===== src/rtl/spi_lcd_rx_if.sv =====
// Link and decoded-output bundle for the SPI LCD receive decoder.
// The transmitter side (master) drives the five link wires; the decoder (slave) drives the results.
interface spi_lcd_rx_if;
  logic        lcd_clk_in;
  logic        lcd_data_in;
  logic        lcd_dc_in;
  logic        lcd_cs_n_in;
  logic        lcd_rst_n_in;
  logic        cmd_valid;
  logic [7:0]  cmd_byte;
  logic        pix_valid;
  logic [7:0]  pix_x;
  logic [7:0]  pix_y;
  logic [15:0] pix_data;
  logic        frame_done;

  modport master (
    output lcd_clk_in, lcd_data_in, lcd_dc_in, lcd_cs_n_in, lcd_rst_n_in,
    input  cmd_valid, cmd_byte, pix_valid, pix_x, pix_y, pix_data, frame_done
  );

  modport slave (
    input  lcd_clk_in, lcd_data_in, lcd_dc_in, lcd_cs_n_in, lcd_rst_n_in,
    output cmd_valid, cmd_byte, pix_valid, pix_x, pix_y, pix_data, frame_done
  );
endinterface


===== src/rtl/spi_lcd_rx.sv =====
// Oversampling SPI LCD receiver: rebuilds bytes and decodes CASET/RASET/RAMWR
// into addressed RGB565 pixel writes.
module spi_lcd_rx #(
  parameter int unsigned LCD_W = 132,
  parameter int unsigned LCD_H = 162
) (
  input logic        clk,
  input logic        rst,
  spi_lcd_rx_if.slave lcd
);

  typedef enum logic [2:0] {CMD, CASET_P, RASET_P, RAMWR, SKIP} state_t;

  logic [1:0] clk_sync, dat_sync, dc_sync, cs_sync, rstn_sync;
  logic       ireset;
  logic       sclk_d, rise_q;
  logic [7:0] shreg, rx_byte;
  logic [2:0] bitcnt;
  logic       byte_stb, rx_dc;

  state_t     state;
  logic [1:0] pcnt;
  logic       phase;
  logic [7:0] hi_byte, xs, xe, ys, ye, px, py;
  logic       cmd_valid_q, pix_valid_q, frame_done_q;
  logic [7:0] cmd_byte_q, pix_x_q, pix_y_q;
  logic [15:0] pix_data_q;

  always_ff @(posedge clk) begin
    if (rst) begin
      clk_sync  <= '0;
      dat_sync  <= '0;
      dc_sync   <= '0;
      cs_sync   <= '1;
      rstn_sync <= '0;
    end else begin
      clk_sync  <= {clk_sync[0],  lcd.lcd_clk_in};
      dat_sync  <= {dat_sync[0],  lcd.lcd_data_in};
      dc_sync   <= {dc_sync[0],   lcd.lcd_dc_in};
      cs_sync   <= {cs_sync[0],   lcd.lcd_cs_n_in};
      rstn_sync <= {rstn_sync[0], lcd.lcd_rst_n_in};
    end
  end

  assign ireset = rst | ~rstn_sync[1];

  // sclk_d tracks SCLK even through panel reset so a high SCLK never looks like a fresh rise
  always_ff @(posedge clk) begin
    if (rst) begin
      sclk_d <= 1'b0;
      rise_q <= 1'b0;
    end else begin
      sclk_d <= clk_sync[1];
      rise_q <= ~ireset & clk_sync[1] & ~sclk_d & ~cs_sync[1];
    end
  end

  always_ff @(posedge clk) begin
    if (ireset) begin
      shreg    <= '0;
      rx_byte  <= '0;
      bitcnt   <= '0;
      rx_dc    <= 1'b0;
      byte_stb <= 1'b0;
    end else begin
      byte_stb <= 1'b0;
      if (cs_sync[1]) begin
        bitcnt <= '0;
      end else if (rise_q) begin
        shreg  <= {shreg[6:0], dat_sync[1]};
        bitcnt <= bitcnt + 3'd1;
        if (bitcnt == 3'd7) begin
          rx_byte  <= {shreg[6:0], dat_sync[1]};
          rx_dc    <= dc_sync[1];
          byte_stb <= 1'b1;
        end
      end
    end
  end

  always_ff @(posedge clk) begin
    if (ireset) begin
      state        <= CMD;
      pcnt         <= '0;
      phase        <= 1'b0;
      hi_byte      <= '0;
      xs           <= '0;
      ys           <= '0;
      xe           <= 8'(LCD_W - 1);
      ye           <= 8'(LCD_H - 1);
      px           <= '0;
      py           <= '0;
      cmd_valid_q  <= 1'b0;
      cmd_byte_q   <= '0;
      pix_valid_q  <= 1'b0;
      pix_x_q      <= '0;
      pix_y_q      <= '0;
      pix_data_q   <= '0;
      frame_done_q <= 1'b0;
    end else begin
      cmd_valid_q  <= 1'b0;
      pix_valid_q  <= 1'b0;
      frame_done_q <= 1'b0;
      if (byte_stb) begin
        if (!rx_dc) begin
          cmd_valid_q <= 1'b1;
          cmd_byte_q  <= rx_byte;
          pcnt        <= '0;
          phase       <= 1'b0;
          case (rx_byte)
            8'h2A:   state <= CASET_P;
            8'h2B:   state <= RASET_P;
            8'h2C: begin
              state <= RAMWR;
              px    <= xs;
              py    <= ys;
            end
            default: state <= SKIP;
          endcase
        end else begin
          case (state)
            CASET_P, RASET_P: begin
              pcnt <= pcnt + 2'd1;
              if (pcnt == 2'd1) begin
                if (state == CASET_P) xs <= rx_byte;
                else                  ys <= rx_byte;
              end
              if (pcnt == 2'd3) begin
                if (state == CASET_P) xe <= rx_byte;
                else                  ye <= rx_byte;
                state <= SKIP;
              end
            end
            RAMWR: begin
              if (!phase) begin
                hi_byte <= rx_byte;
                phase   <= 1'b1;
              end else begin
                phase        <= 1'b0;
                pix_valid_q  <= 1'b1;
                pix_x_q      <= px;
                pix_y_q      <= py;
                pix_data_q   <= {hi_byte, rx_byte};
                frame_done_q <= (px == xe) && (py == ye);
                // Only equality wraps, so inverted windows simply run through 8-bit rollover
                if (px == xe) begin
                  px <= xs;
                  py <= (py == ye) ? ys : py + 8'd1;
                end else begin
                  px <= px + 8'd1;
                end
              end
            end
            default: ;
          endcase
        end
      end
    end
  end

  assign lcd.cmd_valid  = cmd_valid_q;
  assign lcd.cmd_byte   = cmd_byte_q;
  assign lcd.pix_valid  = pix_valid_q;
  assign lcd.pix_x      = pix_x_q;
  assign lcd.pix_y      = pix_y_q;
  assign lcd.pix_data   = pix_data_q;
  assign lcd.frame_done = frame_done_q;

endmodule


===== src/flat_wrapper.sv =====
// flat-port wrapper written by rule: the top's interface ports become plain ports
module spi_lcd_rx_flat 
#(
  parameter int unsigned LCD_W = 132,
  parameter int unsigned LCD_H = 162
)
  (clk, rst, lcd_lcd_clk_in, lcd_lcd_data_in, lcd_lcd_dc_in, lcd_lcd_cs_n_in, lcd_lcd_rst_n_in, lcd_cmd_valid, lcd_cmd_byte, lcd_pix_valid, lcd_pix_x, lcd_pix_y, lcd_pix_data, lcd_frame_done);
  spi_lcd_rx_if lcd_i ();
  input logic clk;
  input logic rst;
  input wire logic [$bits(lcd_i.lcd_clk_in)-1:0] lcd_lcd_clk_in;
  input wire logic [$bits(lcd_i.lcd_data_in)-1:0] lcd_lcd_data_in;
  input wire logic [$bits(lcd_i.lcd_dc_in)-1:0] lcd_lcd_dc_in;
  input wire logic [$bits(lcd_i.lcd_cs_n_in)-1:0] lcd_lcd_cs_n_in;
  input wire logic [$bits(lcd_i.lcd_rst_n_in)-1:0] lcd_lcd_rst_n_in;
  output wire logic [$bits(lcd_i.cmd_valid)-1:0] lcd_cmd_valid;
  output wire logic [$bits(lcd_i.cmd_byte)-1:0] lcd_cmd_byte;
  output wire logic [$bits(lcd_i.pix_valid)-1:0] lcd_pix_valid;
  output wire logic [$bits(lcd_i.pix_x)-1:0] lcd_pix_x;
  output wire logic [$bits(lcd_i.pix_y)-1:0] lcd_pix_y;
  output wire logic [$bits(lcd_i.pix_data)-1:0] lcd_pix_data;
  output wire logic [$bits(lcd_i.frame_done)-1:0] lcd_frame_done;
  assign lcd_i.lcd_clk_in = lcd_lcd_clk_in;
  assign lcd_i.lcd_data_in = lcd_lcd_data_in;
  assign lcd_i.lcd_dc_in = lcd_lcd_dc_in;
  assign lcd_i.lcd_cs_n_in = lcd_lcd_cs_n_in;
  assign lcd_i.lcd_rst_n_in = lcd_lcd_rst_n_in;
  assign lcd_cmd_valid = lcd_i.cmd_valid;
  assign lcd_cmd_byte = lcd_i.cmd_byte;
  assign lcd_pix_valid = lcd_i.pix_valid;
  assign lcd_pix_x = lcd_i.pix_x;
  assign lcd_pix_y = lcd_i.pix_y;
  assign lcd_pix_data = lcd_i.pix_data;
  assign lcd_frame_done = lcd_i.frame_done;
  spi_lcd_rx #(.LCD_W(LCD_W), .LCD_H(LCD_H)) u_core (.clk(clk), .rst(rst), .lcd(lcd_i));
endmodule

===== config.mk =====
export PLATFORM = sky130hd
export DESIGN_NAME = spi_lcd_rx_flat
export DESIGN_NICKNAME = d
export VERILOG_FILES = /design/src/rtl/spi_lcd_rx_if.sv /design/src/rtl/spi_lcd_rx.sv /design/src/flat_wrapper.sv
export SDC_FILE = /design/constraint.sdc
export NUM_CORES = 1
export LEC_CHECK = 0
export CORE_AREA = 2 2 139 141
export DETAILED_ROUTE_END_ITERATION = 6
export DIE_AREA = 0 0 141 143
export DONT_BUFFER_PORTS = 1
export HOLD_SLACK_MARGIN = 0.05
export PLACE_DENSITY_LB_ADDON = 0.1
export SLEW_MARGIN = 20
export SYNTH_ARGS = -nofsm -noshare
export SYNTH_HDL_FRONTEND = slang
export SYNTH_SLANG_ARGS = --single-unit
export TNS_END_PERCENT = 100

===== constraint.sdc =====
create_clock -name clk -period 1.9 [get_ports clk]
set_clock_uncertainty 0.15 [all_clocks]
set_input_delay 0.38 -clock clk [delete_from_list [all_inputs] [get_ports clk]]
set_output_delay 0.38 -clock clk [all_outputs]
set_load 0.05 [all_outputs]

### Cells by drive strength, run 1

Scale: 2 px per micron.
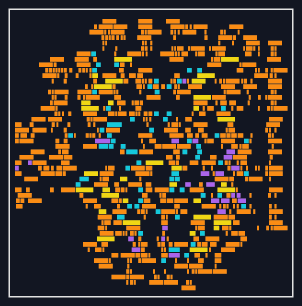
[cyan] _3 and _4 cells | cells: 62 | share: 9.1% | most used: buf_4
[yellow] _6 and larger | cells: 33 | share: 4.8% | most used: clkbuf_16
[orange] _0 and _1 cells | cells: 562 | share: 83% | most used: dfxtp_1
[purple] _2 cells | cells: 24 | share: 3.5% | most used: o22ai_2
min setup slack post-route: -0.180 ns
non-clock buffer count: 62

### Wire density map, run 1

Scale: 2 px per micron. The die is cut into 28 by 29 equal tiles; white is low, dark blue is high, scaled to the fullest tile. Values are wire area over tile area, all layers added.
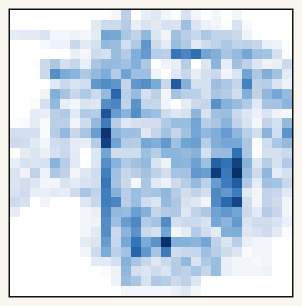
fullest tile: 0.47
nearly empty tiles: 22%
emptiest ninth of the die: south-west
WL per Instance: 15.6 microns
GRT Resource Usage Total: 14.9%
via count of the routed design: 4362
aggregate routed wire length: 14300 microns

### Cell classes on the final placement, run 1

Scale: 3 px per micron.
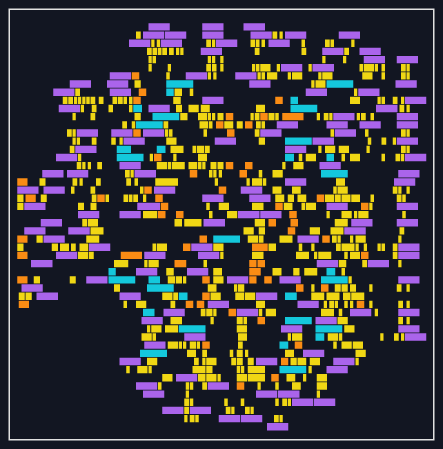
[purple] flops | cells: 137
[cyan] clock drivers and dummy loads | cells: 32
[orange] other buffers and delay cells | cells: 62
[yellow] combinational and other logic | cells: 450
Core Box Area: 18600 sq um
number of core rows: 50
fin area: 6830 sq um

==> qor_table.md, run 1 <==
| Group | Parameter | Reported |
| --- | --- | --- |
| outcome | Failing checks | negative setup slack |
| hold path | End of the worst hold path | u_core.rise_q$_SDFF_PP0_ |
| place | I/O Buffers | 0 |
| yosys | Leading area contributor after synthesis | dfxtp_1 |
| detailed routing | Drt drc | 0 |
| timing | Worst-case hold slack | 0.251 ns |
| timing | Setup_tns | -1.65 ns |
| timing | Final period demand of the worst path | 2.08 ns |
| critical path | Startpoint of the worst-slack reg-to-reg timing path | u_core.rx_byte[0]$_SDFFE_PP0P_ |
| timing | Transition time at the pin with the least slew margin | 0.556 ns |
| yosys | Yosys warnings | 0 |
| clock tree | Maximum buffer depth of the clock tree | 2 |
| critical path | Worst Setup End Kind | flip-flop |
| yosys | Netlist cell types | 45 |
| grt | Grt peak-use layer | met2 |
| clock tree | Cell at the root of the clock tree | clkbuf_16 |
| critical path | Category of the most critical setup path | flip-flop to flip-flop |
| die | I/O pins | 50 |
| flow run | Number of maximum-capacitance violations | 0 |
| place | Last weighted congestion value of the routability-driven placer | 0.814 |
| flow run | Number of OpenROAD warnings | 30 |
| yosys | FFs w/ async S/R, synth | 0% |
| critical path | Crit path DAT | 2.28 ns |
| timing | Final setup violation count | 16 |
| critical path | Count of cells along the worst register-to-register path | 5 |
| cells and area | Layout fillers | 1907 |
| outcome | Result of the run | finished, violations left |
| cells and area | Final core utilization | 36.8% |
| timing | Slew Limit Headroom | 62.9% |
| yosys | Most used standard cell by instance count after synthesis | dfxtp_1 |
| cells and area | Area growth from synthesis to layout | 24.4% |
| detailed routing | Met1 wire length | 6670 microns |
| critical path | Register-to-Register Setup Slack | -0.18 ns |
| clock tree | Clock slew at reported path FFs | 0.07 ns |
| detailed routing | Ratio of routed vias to standard cells | 4.77 |
| yosys | Number of register bits inferred by synthesis | 137 |
| yosys | Post-synth area from yosys stat | 5490 sq um |
| yosys | Top cells, area | dfxtp_1 50%, mux2i_1 11%, nand2_1 9.0% |
| cells and area | NumNets Final | 681 |
| hold path | Launch instance of the worst min-delay path | u_core.sclk_d$_SDFF_PP0_ |
| yosys | Post-synth seq share | 49.9% |
| clock tree | CTS Buf Count | 17 |
| grt | Antenna violations before repair | 0 |
| detailed routing | Initial DRC count | 189 |
| critical path | Top delay family on crit path | simple AND/OR/NAND/NOR gates |
| detailed routing | DR pass1 iterations | 4 |
| timing | Period utilisation layout | 109% |
| critical path | Type of element launching the critical path | flip-flop |
| pwr | Static leakage | 2.28 nW |
| die | Chip Height | 143 microns |
| cells and area | Area of the multi-input gates | 2690 sq um |
| die | Horizontal die size | 141 microns |
| place | HPWL reported at the end of detailed placement | 9560 microns |
| cells and area | Fraction of layout instances using a drive strength above 1 | 17.5% |
| grt | Global-route wire length before repair | 23000 microns |
| clock tree | H-tree level count | 4 |
| critical path | Critical Path Fanout Max | 5 |
| critical path | Critical path, cell by cell | or4b_4, nor4_4, o21ai_4, or4b_1, a31oi_1 |
| detailed routing | Routed met3 length | 404 microns |
| yosys | Proportion of netlist area held by the largest area contributor | 49.9% |
| die | Die outline area | 20200 sq um |
| timing | Min setup slack post-route | -0.180 ns |
| timing | Final Max-Slew Violation Tally | 0 |
| clock tree | Clock Latency Late Sink | 0.42 ns |
| grt | Met1 Track Usage GR | 18.6% |
| cells and area | ANT cells | 0 |
| yosys | Post-synthesis net count | 640 |
| grt | Vias in the first global route | 4358 |
| critical path | CP endpoint | u_core.py[0]$_SDFFE_PP0P_ |
| grt | Residual overflow from global routing | 0 |
| grt | Met2 track utilization from global routing | 24.9% |
| critical path | Slowest stage delay, CP | 0.54 ns |
| critical path | Launch point of the critical path | u_core.rx_byte[0]$_SDFFE_PP0P_ |
| detailed routing | Highest metal layer with signal wires | met4 |
| critical path | Number of buffer and inverter instances along the worst setup path | 0 |
| yosys | Most common flop cell mapped by yosys | dfxtp_1 |
| critical path | Critical path's slowest cell | or4b_4 |
| hold path | Type of the most critical hold path | flip-flop to flip-flop |
| detailed routing | Antenna Nets Post-Route | 0 |
| pwr | Total Power | 0.00609 W |
| critical path | End of the worst register-to-register path | u_core.py[0]$_SDFFE_PP0P_ |
| pwr | Maximum resistive drop on vdd | 0.610 mV |
| clock tree | CTS tree | done |
| timing | Highest achievable clock rate | 481 MHz |
| hold path | Worst hold path depth | 1 |
| yosys | Avg Cell Area, Syn | 8.76 sq um |
| grt | M3 GR Usage | 2.88% |
| timing | Count of endpoints failing hold in the final timing report | 0 |
| detailed routing | Sum of met2 wire segment lengths after detailed routing | 6850 microns |
| pwr | Power per standard cell area | 891 nW/um^2 |
| yosys | Yosys stat cell total | 627 |
| die | Initial Util | 29.6% |
| timing | Unrepaired setup endpoints after global routing | yes |
| yosys | Post-synth tally of flip-flops with integrated enable | 0 |
| clock tree | CTS sink count | 137 |
| yosys | Top cell types by occurrence after synthesis | 137 x dfxtp_1, 132 x nand2_1, 63 x a21oi_1 |
| cells and area | Leading cell type in the layout, fill and taps excluded | dfxtp_1 |
| yosys | Post-synthesis instance total | 627 |
| critical path | Data required time of the worst path | 2.10 ns |
| critical path | Number of stages on the worst setup path | 5 |
| cells and area | Area used by sequential logic in the layout | 2740 sq um |
| cells and area | Most common logic cells in the final layout | 136 x dfxtp_1, 131 x nand2_1, 60 x nor2_1 |
| grt | Largest net degree at the start of global routing | 68 |
| yosys | Synth Cell Area | 5490 sq um |
## run 1: repair_timing
item	4_1_cts	5_1_grt
gates cloned	0	0
hold buffers	6	0
endpoints found under the setup margin	16	16
resized	11	15
pin swaps	5	4
hold endpoints to repair	13	0
setup buffers	1	2
## run 1: power by group
| part | internal (W) | switching, W |
|---|---|---|
| clock | 0.00176 | 0.00140 |
| combinational | 0.0000204 | 0.0000295 |
| sequential | 0.00288 | 0.00000409 |
| total | 0.00466 | 0.00143 |
## run 1: layout make-up
class	count	share of cell area [%]
Inverter	6	0.330
Sequential cell	137	40.2
Multi-Input combinational cell	444	39.4
Timing Repair Buffer	62	7.62
Tap cell	234	4.28
Clock buffer	18	6.43
Clock inverter	14	1.83
## run 1: through the flow
step | cells | worst slack, ns | cell area, sq um
after floorplan | 627 | -0.170 | 5490
final | 915 | -0.180 | 6830
after detailed placement | 876 | -0.176 | 6070
after global routing | 915 | -0.319 | 6830
after global placement | 876 | -0.170 | 6070
after CTS | 914 | -0.200 | 6750
## run 1: logic make-up after synthesis
group	share of synthesized area [%]
adders and majority gates	1.37
xor gates and xnor gates	3.03
AOI/OAI and AO/OA	10.5
and+or+nand+nor	21.1
muxes	10.8
DFF	49.9
buffers and inverters	3.33
## run 1: state kept, by name, indices dropped and copies added (netlist names), 2 cells and up
name / cells
u_core.py: 8
u_core.clk_sync: 2
u_core.rx_byte: 8
u_core.state: 3
u_core.ys: 8
u_core.dat_sync: 2
u_core.shreg: 7
u_core.pcnt: 2
u_core.dc_sync: 2
u_core.hi_byte: 8
u_core.xs: 8
u_core.bitcnt: 3
u_core.ye: 8
u_core.lcd.pix_y: 8
u_core.rstn_sync: 2
u_core.xe: 8
u_core.lcd.pix_data: 16
u_core.lcd.pix_x: 8
u_core.lcd.cmd_byte: 8
u_core.px: 8
u_core.cs_sync: 2
### Placement view, run 1

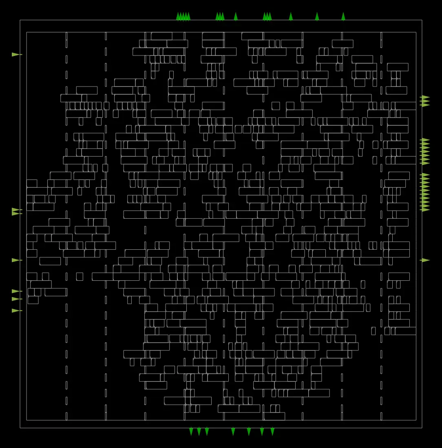

==> run 1 -> run 2 <==
--- a/config.mk
+++ b/config.mk
@@ -10,7 +10,7 @@
 export DIE_AREA = 0 0 141 143
 export DONT_BUFFER_PORTS = 1
 export HOLD_SLACK_MARGIN = 0.05
-export PLACE_DENSITY_LB_ADDON = 0.1
+export PLACE_DENSITY_LB_ADDON = 0.15
 export SLEW_MARGIN = 20
 export SYNTH_ARGS = -nofsm -noshare
 export SYNTH_HDL_FRONTEND = slang
### Placement view, run 2

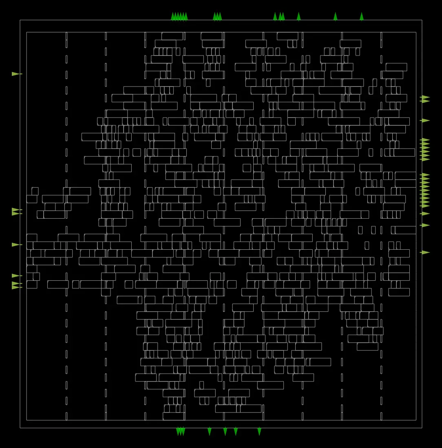
TAP cells: 234
register share of the cell area: 39.8%
flop count: 137
Layout fillers: 1885

### Metal 3, run 2

Scale: 2 px per micron. Cells faint in the background.
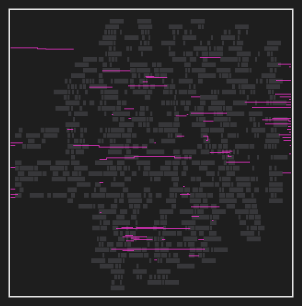
longest straight run: 46.5 microns
main direction: horizontal
via count of the routed design: 4353
aggregate routed wire length: 14100 microns
M3 GR Usage: 3.42%

==> run 2 against run 1 <==
Against the previous run:
- the flow still finishes with violations (negative setup slack)
- largest cell class unchanged
- sequential power about the same
- first-iteration DRC count grew 25%
- wire length down 1.5%
==> qor_table.md, run 2 <==
| Group | Parameter | Reported |
| --- | --- | --- |
| cells and area | Number of cells in the finished layout apart from fillers | 918 |
| detailed routing | DR pass1 iterations | 4 |
| pwr | Switching power | 0.00141 W |
| cells and area | Fin area | 6900 sq um |
| cells and area | Final core utilization | 37.1% |
| pwr | Static leakage | 2.29 nW |
| yosys | Multiplexer share of the synthesized area | 10.8% |
| yosys | Most common flop cell mapped by yosys | dfxtp_1 |
| pwr | Cell Int Power | 0.00475 W |
| grt | Antenna violations before repair | 0 |
| place | HPWL reported at the end of detailed placement | 9270 microns |
| place | Pre-CTS WS | -0.162 ns |
| yosys | Adder Share, Synth | 1.37% |
| die | Initial Util | 29.6% |
| flow run | Number of OpenROAD warnings | 30 |
| yosys | Yosys stat cell total | 627 |
| critical path | Worst Setup End Kind | flip-flop |
| detailed routing | WL per Instance | 15.3 microns |
| critical path | Critical Path Fanout Max | 5 |
| grt | Residual overflow from global routing | 0 |
| timing | Min setup slack post-route | -0.135 ns |
| grt | GRT Resource Usage Total | 14.6% |
| timing | Setup_tns | -0.611 ns |
| cells and area | Number of flip-flops in the largest register | 16 |
| place | I/O Buffers | 0 |
| grt | Largest net degree at the start of global routing | 84 |
| cells and area | Most common logic cells in the final layout | 137 x dfxtp_1, 131 x nand2_1, 60 x nor2_1 |
| yosys | FFs w/ async S/R, synth | 0% |
| detailed routing | Antenna Nets Post-Route | 0 |
| place | Standard cell area after detailed placement | 6080 sq um |
| yosys | Top cells, area | dfxtp_1 50%, mux2i_1 11%, nand2_1 9.0% |
| pwr | Switching share of power | 22.9% |
| critical path | Crit path DAT | 2.24 ns |
| clock tree | Post-CTS Setup Bufs | 2 |
| yosys | Number of register bits inferred by synthesis | 137 |
| yosys | Largest non-sequential cell family by area | simple AND/OR/NAND/NOR gates |
| clock tree | Maximum buffer depth of the clock tree | 2 |
| yosys | Post-synth tally of flip-flops with integrated enable | 0 |
| hold path | Type of the most critical hold path | input port to flip-flop |
| clock tree | Clock Latency Late Sink | 0.42 ns |
| detailed routing | Initial DRC count | 236 |
| timing | Transition time at the pin with the least slew margin | 0.554 ns |
| outcome | Failing checks | negative setup slack |
| pwr | Combinational cell fraction of total power | 0.8% |
| cells and area | NumNets Final | 684 |
| critical path | Data required time of the worst path | 2.10 ns |
| yosys | Top cell types by occurrence after synthesis | 137 x dfxtp_1, 132 x nand2_1, 63 x a21oi_1 |
| yosys | Fraction of the mapped netlist area in simple logic gates | 21.1% |
| yosys | Aoi share | 10.5% |
| grt | Vias in the first global route | 4387 |
| flow run | Number of maximum-capacitance violations | 0 |
| critical path | Top delay family on crit path | simple AND/OR/NAND/NOR gates |
| critical path | Category of the most critical setup path | flip-flop to flip-flop |
| clock tree | Hold bufs inserted after CTS | 6 |
| timing | Final setup violation count | 10 |
| clock tree | CTS sink count | 137 |
| clock tree | Post_cts resized | 17 |
| timing | Final Max-Slew Violation Tally | 0 |
| grt | Global-route wire length before repair | 22700 microns |
| clock tree | CTS tree | done |
| yosys | Post-synth area from yosys stat | 5490 sq um |
| outcome | Result of the run | finished, violations left |
| timing | Slew Limit Headroom | 63.0% |
| pwr | Proportion of power drawn by flip-flops and latches | 46.9% |
## run 2: cell counts after synthesis
No cell type changed its count.
## run 2: cell type report
class / count / area [sq um] / area share [%]
flip-flops and latches: 137 / 2740 / 39.8
clock buffers: 17 / 425 / 6.17
inverters: 6 / 26.3 / 0.381
multi-input cells: 444 / 2710 / 39.2
well taps: 234 / 293 / 4.24
clock inverters: 15 / 154 / 2.23
repair buffers: 65 / 551 / 7.98
## run 2: routing by layer
layer / GRT usage [%] / share of wire (%) / vias to the layer above
met5: 0 / 0 / -
met4: 7.89 / 3.7 / 0
met3: 3.42 / 4.2 / 29
met2: 23.9 / 46 / 103
met1: 17.9 / 46 / 2010
li1: - / - / 2211
## run 2: power groups by stage
stage / registers [W] / clock network, W / logic, W
after floorplan: 0.00295 / 0 / 0.0000285
after global placement: 0.00295 / 0 / 0.0000371
after detailed placement: 0.00295 / 0 / 0.0000374
after CTS: 0.00289 / 0.00332 / 0.0000496
after global routing: 0.00289 / 0.00345 / 0.0000541
final: 0.00289 / 0.00322 / 0.0000491
## run 2: worst paths after layout
path / from / end / slack (ns) / depth (start not counted)
setup / recovery: u_core.rx_byte[0]$_SDFFE_PP0P_ / u_core.py[0]$_SDFFE_PP0P_ / -0.14 / 5
hold / removal: rst / u_core.xe[1]$_SDFFE_PP1P_ / 0.14 / 3
setup reg to reg: u_core.rx_byte[0]$_SDFFE_PP0P_ / u_core.py[0]$_SDFFE_PP0P_ / -0.14 / 5
hold reg to reg: u_core.sclk_d$_SDFF_PP0_ / u_core.rise_q$_SDFF_PP0_ / 0.25 / 1
## run 2: worst register-to-register path, cell delays in order (launching register included)
cell and delay [ns]:
dfxtp_1 0.31, or4b_4 0.54, nor4_4 0.19, o21ai_2 0.12, or4b_1 0.50, a31oi_1 0.16
Power figures rest on the tool's default switching activity, not on a simulated workload.
